### config.mk
export PLATFORM = sky130hd
export DESIGN_NAME = iomem_arbiter
export DESIGN_NICKNAME = d
export VERILOG_FILES = /design/src/rtl/iomem_arbiter.sv
export SDC_FILE = /design/constraint.sdc
export NUM_CORES = 1
export LEC_CHECK = 0
export CORE_AREA = 4 4 130 132
export CTS_BUF_LIST = sky130_fd_sc_hd__clkbuf_4 sky130_fd_sc_hd__clkbuf_8
export CTS_CLUSTER_SIZE = 14
export DETAILED_ROUTE_END_ITERATION = 10
export DIE_AREA = 0 0 134 136
export GPL_ROUTABILITY_DRIVEN = 0
export PLACE_DENSITY_LB_ADDON = 0.12
export SLEW_MARGIN = 20
export SYNTH_ARGS = -nofsm -noshare
export SYNTH_HDL_FRONTEND = slang
export SYNTH_SLANG_ARGS = --single-unit
### constraint.sdc
create_clock -name clk -period 4.1 [get_ports clk]
set_input_delay 0.82 -clock clk [delete_from_list [all_inputs] [get_ports clk]]
set_output_delay 0.82 -clock clk [all_outputs]
set_load 0.005 [all_outputs]
### src/rtl/iomem_arbiter.sv
// Two-master round-robin arbiter for the PicoSoC iomem bus.
// A per-grant watchdog forces completion with ERR_DATA and records a sticky error.
module iomem_arbiter #(
   parameter int unsigned TIMEOUT  = 256,
   parameter logic [31:0] ERR_DATA = 32'hDEADBEEF
) (
   input  logic        clk,
   input  logic        reset,
   input  logic        m0_valid,
   output logic        m0_ready,
   input  logic [3:0]  m0_wstrb,
   input  logic [31:0] m0_addr,
   input  logic [31:0] m0_wdata,
   output logic [31:0] m0_rdata,
   input  logic        m1_valid,
   output logic        m1_ready,
   input  logic [3:0]  m1_wstrb,
   input  logic [31:0] m1_addr,
   input  logic [31:0] m1_wdata,
   output logic [31:0] m1_rdata,
   output logic        s_valid,
   input  logic        s_ready,
   output logic [3:0]  s_wstrb,
   output logic [31:0] s_addr,
   output logic [31:0] s_wdata,
   input  logic [31:0] s_rdata,
   output logic [1:0]  grant,
   output logic        err,
   output logic        err_master,
   output logic [31:0] err_addr,
   input  logic        err_clr
);

   // state | meaning
   // IDLE  | no owner; pick next master round-robin (one cycle)
   // GRANT | owner's request passed through to the slave until done/timeout/abort
   typedef enum logic {IDLE, GRANT} state_t;

   localparam logic [15:0] CNT_LAST = 16'(TIMEOUT - 1);

   state_t      state, state_nxt;
   logic        owner, owner_nxt;
   logic        last, last_nxt;
   logic [15:0] cnt, cnt_nxt;

   logic        in_grant;
   logic        own_valid;
   logic [31:0] own_addr;
   logic        timeout_hit;
   logic        done;
   logic [31:0] done_rdata;

   always_ff @(posedge clk) begin
      if (reset) begin
         state <= IDLE;
         owner <= 1'b0;
         last  <= 1'b1;
         cnt   <= 16'd0;
      end else begin
         state <= state_nxt;
         owner <= owner_nxt;
         last  <= last_nxt;
         cnt   <= cnt_nxt;
      end
   end

   always_comb begin
      in_grant    = (state == GRANT);
      own_valid   = owner ? m1_valid : m0_valid;
      own_addr    = owner ? m1_addr : m0_addr;
      timeout_hit = in_grant && own_valid && !s_ready && (cnt == CNT_LAST);
      done        = in_grant && (s_ready || timeout_hit);
      done_rdata  = timeout_hit ? ERR_DATA : s_rdata;

      grant    = 2'b00;
      s_valid  = 1'b0;
      s_addr   = 32'd0;
      s_wdata  = 32'd0;
      s_wstrb  = 4'd0;
      m0_ready = 1'b0;
      m1_ready = 1'b0;
      m0_rdata = 32'd0;
      m1_rdata = 32'd0;

      if (in_grant) begin
         grant   = owner ? 2'b10 : 2'b01;
         s_valid = own_valid && !timeout_hit;
         s_addr  = own_addr;
         s_wdata = owner ? m1_wdata : m0_wdata;
         s_wstrb = owner ? m1_wstrb : m0_wstrb;
         if (owner) begin
            m1_ready = done;
            m1_rdata = done ? done_rdata : 32'd0;
         end else begin
            m0_ready = done;
            m0_rdata = done ? done_rdata : 32'd0;
         end
      end
   end

   always_comb begin
      state_nxt = state;
      owner_nxt = owner;
      last_nxt  = last;
      cnt_nxt   = cnt;
      if (state == IDLE) begin
         cnt_nxt = 16'd0;
         if (m0_valid && m1_valid) begin
            owner_nxt = !last;
            state_nxt = GRANT;
         end else if (m0_valid || m1_valid) begin
            owner_nxt = m1_valid;
            state_nxt = GRANT;
         end
      end else begin
         cnt_nxt = cnt + 16'd1;
         if (done) begin
            state_nxt = IDLE;
            last_nxt  = owner;
         end else if (!own_valid) begin
            // master withdrew its request: abandon quietly, fairness history untouched
            state_nxt = IDLE;
         end
      end
   end

   // a timeout in the same cycle as err_clr must win
   always_ff @(posedge clk) begin
      if (reset) begin
         err        <= 1'b0;
         err_master <= 1'b0;
         err_addr   <= 32'd0;
      end else if (timeout_hit) begin
         err        <= 1'b1;
         err_master <= owner;
         err_addr   <= own_addr;
      end else if (err_clr) begin
         err        <= 1'b0;
         err_master <= 1'b0;
         err_addr   <= 32'd0;
      end
   end

endmodule

Figure 1. I/O nets highlighted.
Drawn at 3 px/micron.
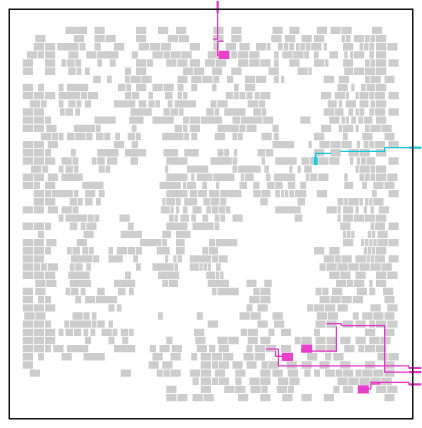
m0_ready -> cyan  # bits 1, direction output, end cells 1, buffers 1, wire 31.4 microns
m0_wstrb -> magenta  # bits 4, direction input, end cells 4, buffers 4, wire 164 microns

Figure 2. Wiring heat map.
Drawn at 3 px/micron. 27 x 27 tiles, from white (low) to dark blue (high), scaled to the fullest tile. Values are wire area over tile area, all layers added.
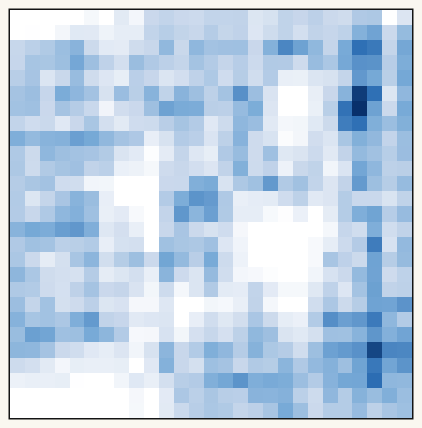
fullest tile = 0.60
mean over tiles = 0.16
emptiest ninth of the die = bottom left
tiles over half the peak = 9.5%
densest ninth of the die = bottom right
nearly empty tiles = 9.6%

Figure 3. Gate families picked out.
Drawn at 3 px/micron.
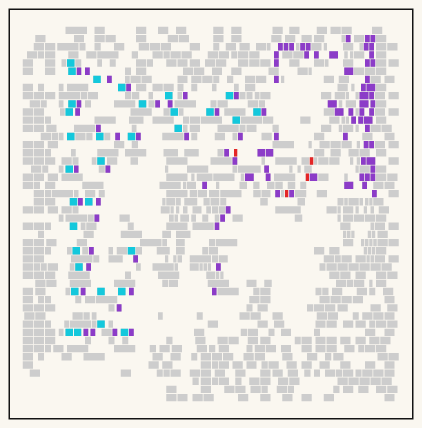
inv cells -> red  # cells 4, most used inv_1
non-inverting ao/oa cells -> cyan  # cells 32, most used o21a_1
aoi and oai cells -> purple  # cells 97, most used a21oi_1

==> Changelog: implementation <==
### Physical design

- Status: finished, final reports clean
- Clock tree from TritonCTS: yes
- Minimum setup slack among reg-to-reg paths: between 1.5 and 2 ns
- Total track usage: 0.188
- Worst r2r path cells: 5
- Post-Syn Nets: around 730
- Syn Std Cell Area: 0.00418 sq mm
- Endpoint kind of the worst setup timing path: primary output
- Final worst-path setup slack: around 0.45 ns
- WL per Instance: approximately 17 microns
- Startpoint of the most critical register-to-register path: cnt[0]
- Delay of the slowest critical-path stage: ~0.55 ns
- Sum Neg Setup Slack: 0 ns
- Register area share after synthesis: 0.254
- Routed Antenna Nets: 0
- Area of the placeable core: 0.0157 sq mm
- Die Y-Extent: about 140 microns
- Via count of the first global-routing pass: 5001
- Count of warning messages emitted by the tools: 26
- Signed area change from the synthesized netlist to the final layout: 87.7%
- Final nets: approximately 1000
- Setup repair after global routing missed its margin: no
- Fraction of layout cells with a size suffix above 1: 0.0403
- Power per Cell Area: 173 mW/mm^2
- Registers, synthesis: 53
- Destination of the worst hold path: err
- # setup viols final: 0
- Horizontal die dimension: between 100 and 150 microns
- Cells resized by post-CTS repair: 0
- Total wire length: approximately 19000 microns
- Most common logic cell in the routed design: sky130_fd_sc_hd__clkdlybuf4s50_1
- Total Power Consumption: ~1.4 mW
- Share of flip-flops with an asynchronous set or reset after synthesis: 0
- Commonest flop: sky130_fd_sc_hd__dfxtp_1
- Max clock buf depth: 2
- Skew-Pair Late Insertion Delay: about 0.31 ns
- Antenna violations before repair: 1
- CTS Hold Buffers Added: 0
- Overflow left after global routing: 0
- HP Start: err
- Type of the worst min-delay path: reg2reg
- Clk root buf: sky130_fd_sc_hd__clkbuf_8
- Crit Reg-Reg Endpoint: err_addr[16]
- Die area: 0.0182 sq mm
- Most used cell along the critical path: sky130_fd_sc_hd__clkdlybuf4s50_1
- Post-CTS repair timing setup buffer count: 0
- # rows: 46
- Detail Placement HPWL: 14600 microns
- Cell count after synthesis: about 560
- Number of clock buffers inserted by TritonCTS: 5
- Number of cells in Yosys stat: ~560
- Highest achievable clock rate: 0.274 GHz
- Number of endpoints with negative hold slack in the final report: 0
- Tally of buffers added on design ports: 344
- Pre-CTS WS: roughly 0.44 ns
- Iteration count of the initial detailed-routing pass: 5
- Worst Setup Path Type: in2out
- Mean number of vias per cell: ~4.7
- Final Max-Slew Violation Tally: 0
- Share of the cycle needed by the critical path after routing: 0.891
- I/O pin count: ~350
- LEAKAGE: approximately 2.6 nW
- Global-route wire length before repair: 27400 microns
- Max-slew headroom at the worst pin: 0.340
- Worst voltage drop across the vdd grid: between 0.1 and 0.15 mV
- H-Tree Depth: 2
- Final period demand of the worst path: around 3.7 ns
- Iter 0 DRT Violations: roughly 150
- Number of maximum-capacitance violations: 0
- Residual DRC: 0
- Synth cell types: 38
- Hold Crit Depth: 2
- Number of sinks on the clock net: approximately 53
- Critical path cell sequence: clkdlybuf4s50_1 -> mux2_2 -> and3b_1 -> nand2_2 -> buf_12 -> a21oi_1 -> clkdlybuf4s50_1
- DR vias: about 5100
- Post-synth EDFFs: 0
- Transition time at the pin with the least slew margin: 0.987 ns
- Maximum number of pins on one net before global-route repair: ~50
- Clock slew at reported path FFs: roughly 0.1 ns
- Startpoint class of the critical path: input port
- Library cell contributing the largest single delay on the critical path: sky130_fd_sc_hd__clkdlybuf4s50_1
- Fraction of the core area occupied by cells at floorplan: 0.266
- Worst clock skew on the final layout: 0.00772 ns
- Yosys chip area: approximately 0.0042 sq mm
- Warnings from Yosys: 0
- Commonest cells after routing, fill and taps aside: sky130_fd_sc_hd__clkdlybuf4s50_1, sky130_fd_sc_hd__a21oi_1, sky130_fd_sc_hd__nor2b_1, sky130_fd_sc_hd__mux2i_1, sky130_fd_sc_hd__dfxtp_1
==> registers in the layout (all words and copies together) (netlist names) <==
name / count
cnt: 16
err: 1
err_addr: 32
err_master: 1
in_grant: 1
last: 1
owner: 1
==> critical path, delay by kind of cell <==
kind	cells	cell delay, ns
AND/OR/NAND/NOR	2	0.33
AND-OR/OR-AND	1	0.19
multiplexers	1	0.19
buffers and inverters	3	1.28
==> cell families after synthesis <==
family | share of synthesized area
buf+inv | 0.0613
simple gates | 0.308
compound gates | 0.185
xor+xnor | 0.0230
fa+ha+maj | 0.00299
mux | 0.165
flops | 0.254
==> where the power goes <==
group | total, mW | switching (mW) | internal (mW)
sequential | 0.527 | 0.00936 | 0.518
clock | 0.306 | 0.184 | 0.122
combinational | 0.525 | 0.193 | 0.332
==> how the worst max path moves through the flow <==
stage	startpoint	end	slack (ns)
floorplan	m1_valid	m0_rdata[16]	1.47
global placement	m0_valid	m1_rdata[5]	0.56
detailed placement	m0_valid	m1_rdata[3]	0.44
CTS	m0_valid	m1_rdata[3]	0.43
global route	cnt[0]	m0_ready	0.32
finish	m0_valid	m1_rdata[3]	0.45
==> per-layer routing <==
metal	up-vias	track usage	part of all wire
met3	13	0.0570	0.082
met5	-	0	0
li1	2533	-	-
met2	214	0.345	0.51
met1	2312	0.214	0.40
met4	0	0.0417	0.015
==> per-stage QoR <==
stage                     instances   util  area [sq um]  hold WS, ns
after floorplan                 558      -          4180        0.438
after global placement         1076  0.494          7750        0.448
after detailed placement       1076  0.494          7750        0.471
after CTS                      1084  0.499          7850        0.490
after global routing           1085  0.499          7850        0.510
final                          1086  0.500          7850        0.480
==> Yosys cell counts, drive strengths merged (2+ instances only) <==
cell type | instances | area share
mux2i | 68 | 0.16
nand2 | 41 | 0.037
nand3 | 7 | 0.0084
a21oi | 88 | 0.11
nand3b | 2 | 0.0036
and4 | 3 | 0.0063
inv | 3 | 0.0027
o21ai | 5 | 0.0060
nand2b | 36 | 0.054
nor2b | 69 | 0.10
o21a | 32 | 0.057
dfxtp | 53 | 0.25
xor2 | 7 | 0.015
xnor2 | 4 | 0.0084
buf | 22 | 0.030
nor4 | 2 | 0.0045
o211ai | 2 | 0.0036
clkbuf | 31 | 0.028
or3 | 3 | 0.0045
nor2 | 32 | 0.029
nor3 | 34 | 0.041
nand4 | 4 | 0.0060
==> cell type report <==
class                           count  area [sq um]
Antenna cell                        2          5.00
Tap cell                          216           270
Clock buffer                        5          68.8
Inverter                            4          15.0
Clock inverter                      3          21.3
Fill cell                        1470          7860
Timing Repair Buffer              355          3540
Multi-Input combinational cell    448          2870
Sequential cell                    53          1070
Power and IR drop assume default switching activity.
